==> src/rtl/pipe_mux_tree.sv <==
// Purpose: N-to-1 word selector built as a binary mux tree, one tree level per select bit.
// Latency: SEL_BITS cycles when PIPELINED=1, 1 cycle when PIPELINED=0.
// Backpressure: the whole pipe advances only when the output is empty or consumed; in_ready mirrors that.
//
// Ports:
//   clk, reset          single clock, synchronous active-high reset
//   iData, Ctrl         flat N*WIDTH input bus and index of the word to forward
//   in_valid/in_ready   input handshake
//   oData, oCtrl        selected word and the Ctrl value that produced it
//   out_valid/out_ready output handshake
//   xfer_count          saturating count of completed output transfers
module pipe_mux_tree #(
    parameter int WIDTH     = 32,
    parameter int SEL_BITS  = 3,
    parameter int PIPELINED = 1
) (
    input  logic                          clk,
    input  logic                          reset,
    input  logic [(WIDTH<<SEL_BITS)-1:0]  iData,
    input  logic [SEL_BITS-1:0]           Ctrl,
    input  logic                          in_valid,
    output logic                          in_ready,
    output logic [WIDTH-1:0]              oData,
    output logic [SEL_BITS-1:0]           oCtrl,
    output logic                          out_valid,
    input  logic                          out_ready,
    output logic [15:0]                   xfer_count
);

    localparam int N = 1 << SEL_BITS;

    // Every stage moves together; a stalled output freezes the whole pipe,
    // bubbles included, so nothing is collapsed or reordered.
    logic w_adv;
    assign w_adv    = out_ready || !out_valid;
    assign in_ready = w_adv;

    genvar k, j;
    for (k = 0; k < SEL_BITS; k++) begin : g_lvl
        // Level k halves the word count, steering with select bit k.
        localparam int NW     = N >> (k + 1);
        localparam bit IS_REG = (PIPELINED != 0) || (k == SEL_BITS - 1);

        logic [2*NW*WIDTH-1:0] w_in_dat;
        logic                  w_in_vld;
        logic [SEL_BITS-1:0]   w_in_ctl;
        logic [NW*WIDTH-1:0]   w_sel_dat;
        logic [NW*WIDTH-1:0]   w_out_dat;
        logic                  w_out_vld;
        logic [SEL_BITS-1:0]   w_out_ctl;

        if (k == 0) begin : g_src
            assign w_in_dat = iData;
            assign w_in_vld = in_valid;
            assign w_in_ctl = Ctrl;
        end else begin : g_src
            assign w_in_dat = g_lvl[k-1].w_out_dat;
            assign w_in_vld = g_lvl[k-1].w_out_vld;
            assign w_in_ctl = g_lvl[k-1].w_out_ctl;
        end

        for (j = 0; j < NW; j++) begin : g_pair
            assign w_sel_dat[j*WIDTH +: WIDTH] = w_in_ctl[k] ? w_in_dat[(2*j+1)*WIDTH +: WIDTH]
                                                             : w_in_dat[(2*j)*WIDTH +: WIDTH];
        end

        if (IS_REG) begin : g_reg
            // The full original Ctrl travels with the data: bits above k are
            // the still-unresolved selects, and the whole value becomes oCtrl.
            logic                r_vld;
            logic [NW*WIDTH-1:0] r_dat;
            logic [SEL_BITS-1:0] r_ctl;

            always_ff @(posedge clk) begin
                if (reset) begin
                    r_vld <= 1'b0;
                    r_dat <= '0;
                    r_ctl <= '0;
                end else if (w_adv) begin
                    r_vld <= w_in_vld;
                    r_dat <= w_sel_dat;
                    r_ctl <= w_in_ctl;
                end
            end

            assign w_out_vld = r_vld;
            assign w_out_dat = r_dat;
            assign w_out_ctl = r_ctl;
        end else begin : g_comb
            assign w_out_vld = w_in_vld;
            assign w_out_dat = w_sel_dat;
            assign w_out_ctl = w_in_ctl;
        end
    end

    assign out_valid = g_lvl[SEL_BITS-1].w_out_vld;
    assign oData     = g_lvl[SEL_BITS-1].w_out_dat;
    assign oCtrl     = g_lvl[SEL_BITS-1].w_out_ctl;

    logic [15:0] r_xfer_count;

    always_ff @(posedge clk) begin
        if (reset) begin
            r_xfer_count <= 16'd0;
        end else if (out_valid && out_ready && (r_xfer_count != 16'hFFFF)) begin
            r_xfer_count <= r_xfer_count + 16'd1;
        end
    end

    assign xfer_count = r_xfer_count;

endmodule

==> config.mk <==
export PLATFORM = sky130hd
export DESIGN_NAME = pipe_mux_tree
export DESIGN_NICKNAME = d
export VERILOG_FILES = /design/src/rtl/pipe_mux_tree.sv
export SDC_FILE = /design/constraint.sdc
export NUM_CORES = 1
export LEC_CHECK = 0
export CAP_MARGIN = 5
export CORE_MARGIN = 2
export CORE_UTILIZATION = 52
export DETAILED_ROUTE_END_ITERATION = 12
export MAX_ROUTING_LAYER = met4
export PLACE_DENSITY = 0.84
export SLEW_MARGIN = 30
export SYNTH_ARGS = -nofsm -noshare
export SYNTH_HDL_FRONTEND = slang
export SYNTH_SLANG_ARGS = --single-unit
export TNS_END_PERCENT = 5
==> constraint.sdc <==
create_clock -name clk -period 3.2 [get_ports clk]
set_clock_uncertainty 0.05 [all_clocks]
set_input_delay 0.64 -clock clk [delete_from_list [all_inputs] [get_ports clk]]
set_output_delay 0.64 -clock clk [all_outputs]
set_load 0.02 [all_outputs]
### Sequential cells coloured by netlist name

Other sequential cells in the stronger grey, the rest of the logic in the fainter grey.
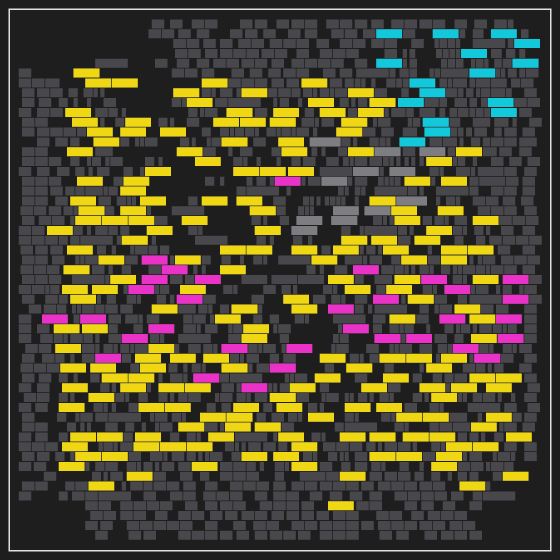
legend:
  cyan:
    netlist_name: `xfer_count`
    sequential_cells: 16
    where: north-east
  magenta:
    netlist_name: `oData`
    sequential_cells: 32
    where: a horizontal strip, middle
  yellow:
    netlist_name: `g_lvl.g_reg.r_dat`
    sequential_cells: 192
    where: spread over the die

### Gate-type map

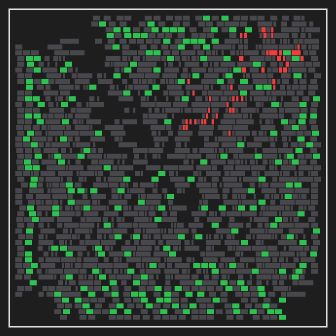
legend:
  green:
    family: mux cells
    cells: 233
    where: spread over the die
  red:
    family: nand cells
    cells: 44
most numerous logic cell after layout: clkdlybuf4s50_1
Comb/total area: 36.5%
final std cells w/o fill: 1696

### Clock wiring as the flow saved it

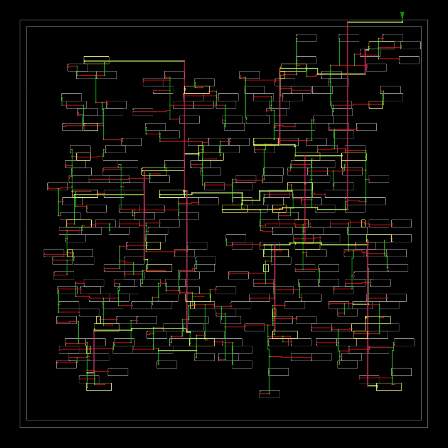
clk sinks: 252
Flops: 252
clock buffers: 39
total CTS buffers: 25

==> run_results.csv <==
group,metric,value,unit
grt,grt.overflow.total,0,
route,wl_per_cell,15.7,µm
timing,period_needed,2870,ps
finish,area_delta_synth_final,36.7,%
cts,cts-root-buf,"clkbuf_16",
synthesis,ys.warnings.count,0,
setup_path,cp-startpoint,"out_ready",
timing,final_hold_viol_count,0,
cts,clk_latency,510,ps
setup_path,crit_family,"buffers and inverters",
setup_path,max_stage_delay,560,ps
cts,post_cts_resized,0,
route,drt_wl_total,26.6,mm
power,p_int,5.54,mW
setup_path,crit_arrival,2180,ps
setup_path,critPathBufInv,3,
placement,place_hpwl,18.5,mm
floorplanning,fp_util,52.6,%
cts,clock_path_buffers,3,
power,switching_share,23.2,%
hold_path,hp-start,"g_lvl[0].g_reg.r_vld",
cts,htree_levels,1,
synthesis,ys_area,11000,µm²
power,clkPwrFrac,38.4,%
cts,cts_setup_buffers,0,
setup_path,crit_fanout,7,
finish,nets,1669,
timing,finalSetupTns,0,ps
timing,fmax,348,MHz
grt,top_usage_layer,"met2",
timing,worstMarginPinSlew,1020,ps
synthesis,top_logic_kind,"multiplexers",
power,power.density,481,nW/µm²
floorplanning,dieArea,22300,µm²
setup_path,critical_path.endpoint,"in_ready",
status,status,"finished clean",
route,drc_errors,0,
setup_path,slowest_stage,"clkdlybuf4s50_1",
route,vias,9142,
power,total_power,7.22,mW
grt,grtUsageMet2,43.9,%
power,combPwrFrac,13.4,%
cts,cts_tree,"built",
setup_path,cp.depth,4,
timing,fin_crit_sh,89.7,%
power,seqPwrFrac,48.2,%
grt,grt_pass1_wl,42.5,mm
synthesis,fa_ha_area_share,0.114,%
floorplanning,top_level_ports,316,
synthesis,synth.cellmix.compoundShare,16.8,%
### PDN straps and rails

Pins as bars on the die edge.
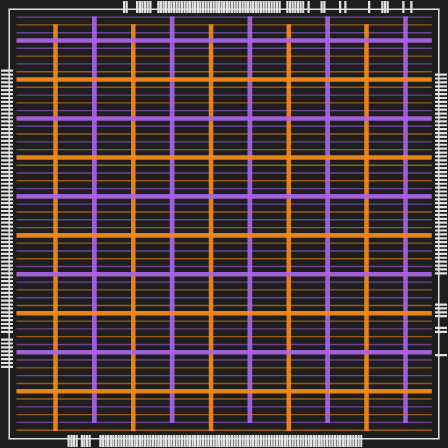
legend:
  purple:
    net: VDD
  orange:
    net: VSS
rows: 53
met5 straps: 10
met1 rails: 54
signal pins: 316
worst vdd ir: 0.337 mV
Die W: 149 µm
Chip Height: 149 µm
core area: 20900 µm²

### Met1 routing

Supply wires on this layer in grey.
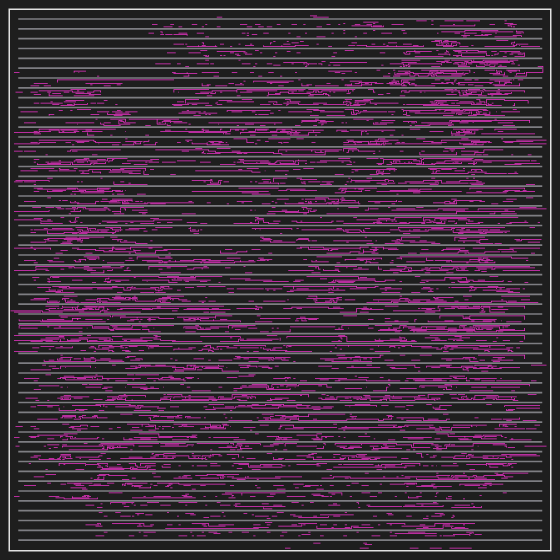
longest straight run: 38.6 µm
nets with wire on the layer: 1491

==> state kept, by name (all words and copies together) (netlist names) <==
| name | count |
|---|---|
| oCtrl | 3 |
| g_lvl.g_reg.r_dat | 192 |
| oData | 32 |
| g_lvl.g_reg.r_vld | 2 |
| g_lvl.g_reg.r_ctl | 6 |
| xfer_count | 16 |
| out_valid | 1 |
==> power by group through the flow <==
stage	logic, mW	clock network (mW)	registers [mW]
floorplan	0.473	0	3.53
detailed placement	0.973	0	3.55
global placement	0.955	0	3.54
finish	0.968	2.77	3.48
CTS	0.980	2.81	3.48
global route	1.05	2.93	3.50
==> per-layer routing <==
metal  wire length (µm)  vias up
li1                   -     4723
met2              14000      238
met1              10500     4129
met4                765        0
met3               1410       52
met5                  0        -
==> cell usage after synthesis, drive strengths merged <==
cell / instances
a2111oi: 1
a211oi: 225
a21oi: 21
a31oi: 1
and2: 1
and3: 1
and4: 3
buf: 33
clkbuf: 76
dfxtp: 252
ha: 1
inv: 2
mux2: 8
mux2i: 225
nand2: 29
nand2b: 2
nand3: 8
nand4: 4
nand4bb: 1
nor2: 235
nor2b: 9
nor3: 4
nor4: 4
o21ai: 3
o31ai: 3
or3: 2
or4: 3
==> metrics by stage <==
stage          hold slack, ps  utilization [%]  setup WS, ps  cells
2_1_floorplan             382                -          1040   1157
3_3_place_gp              386             68.2           346   1653
3_5_place_dp              391             68.2           345   1653
4_1_cts                   404             71.9           332   1696
5_1_grt                   417             71.9           265   1696
6_report                  402             71.9           330   1696
==> cell type report <==
type / instances / area, µm²
Inverter: 2 / 15.0
Multi-Input combinational cell: 794 / 5480
Fill cell: 1559 / 5870
Clock buffer: 39 / 758
Clock inverter: 4 / 20.0
Tap cell: 275 / 344
Sequential cell: 252 / 5050
Timing Repair Buffer: 330 / 3350
No activity file was given, so power comes from the tool's default toggle rates.
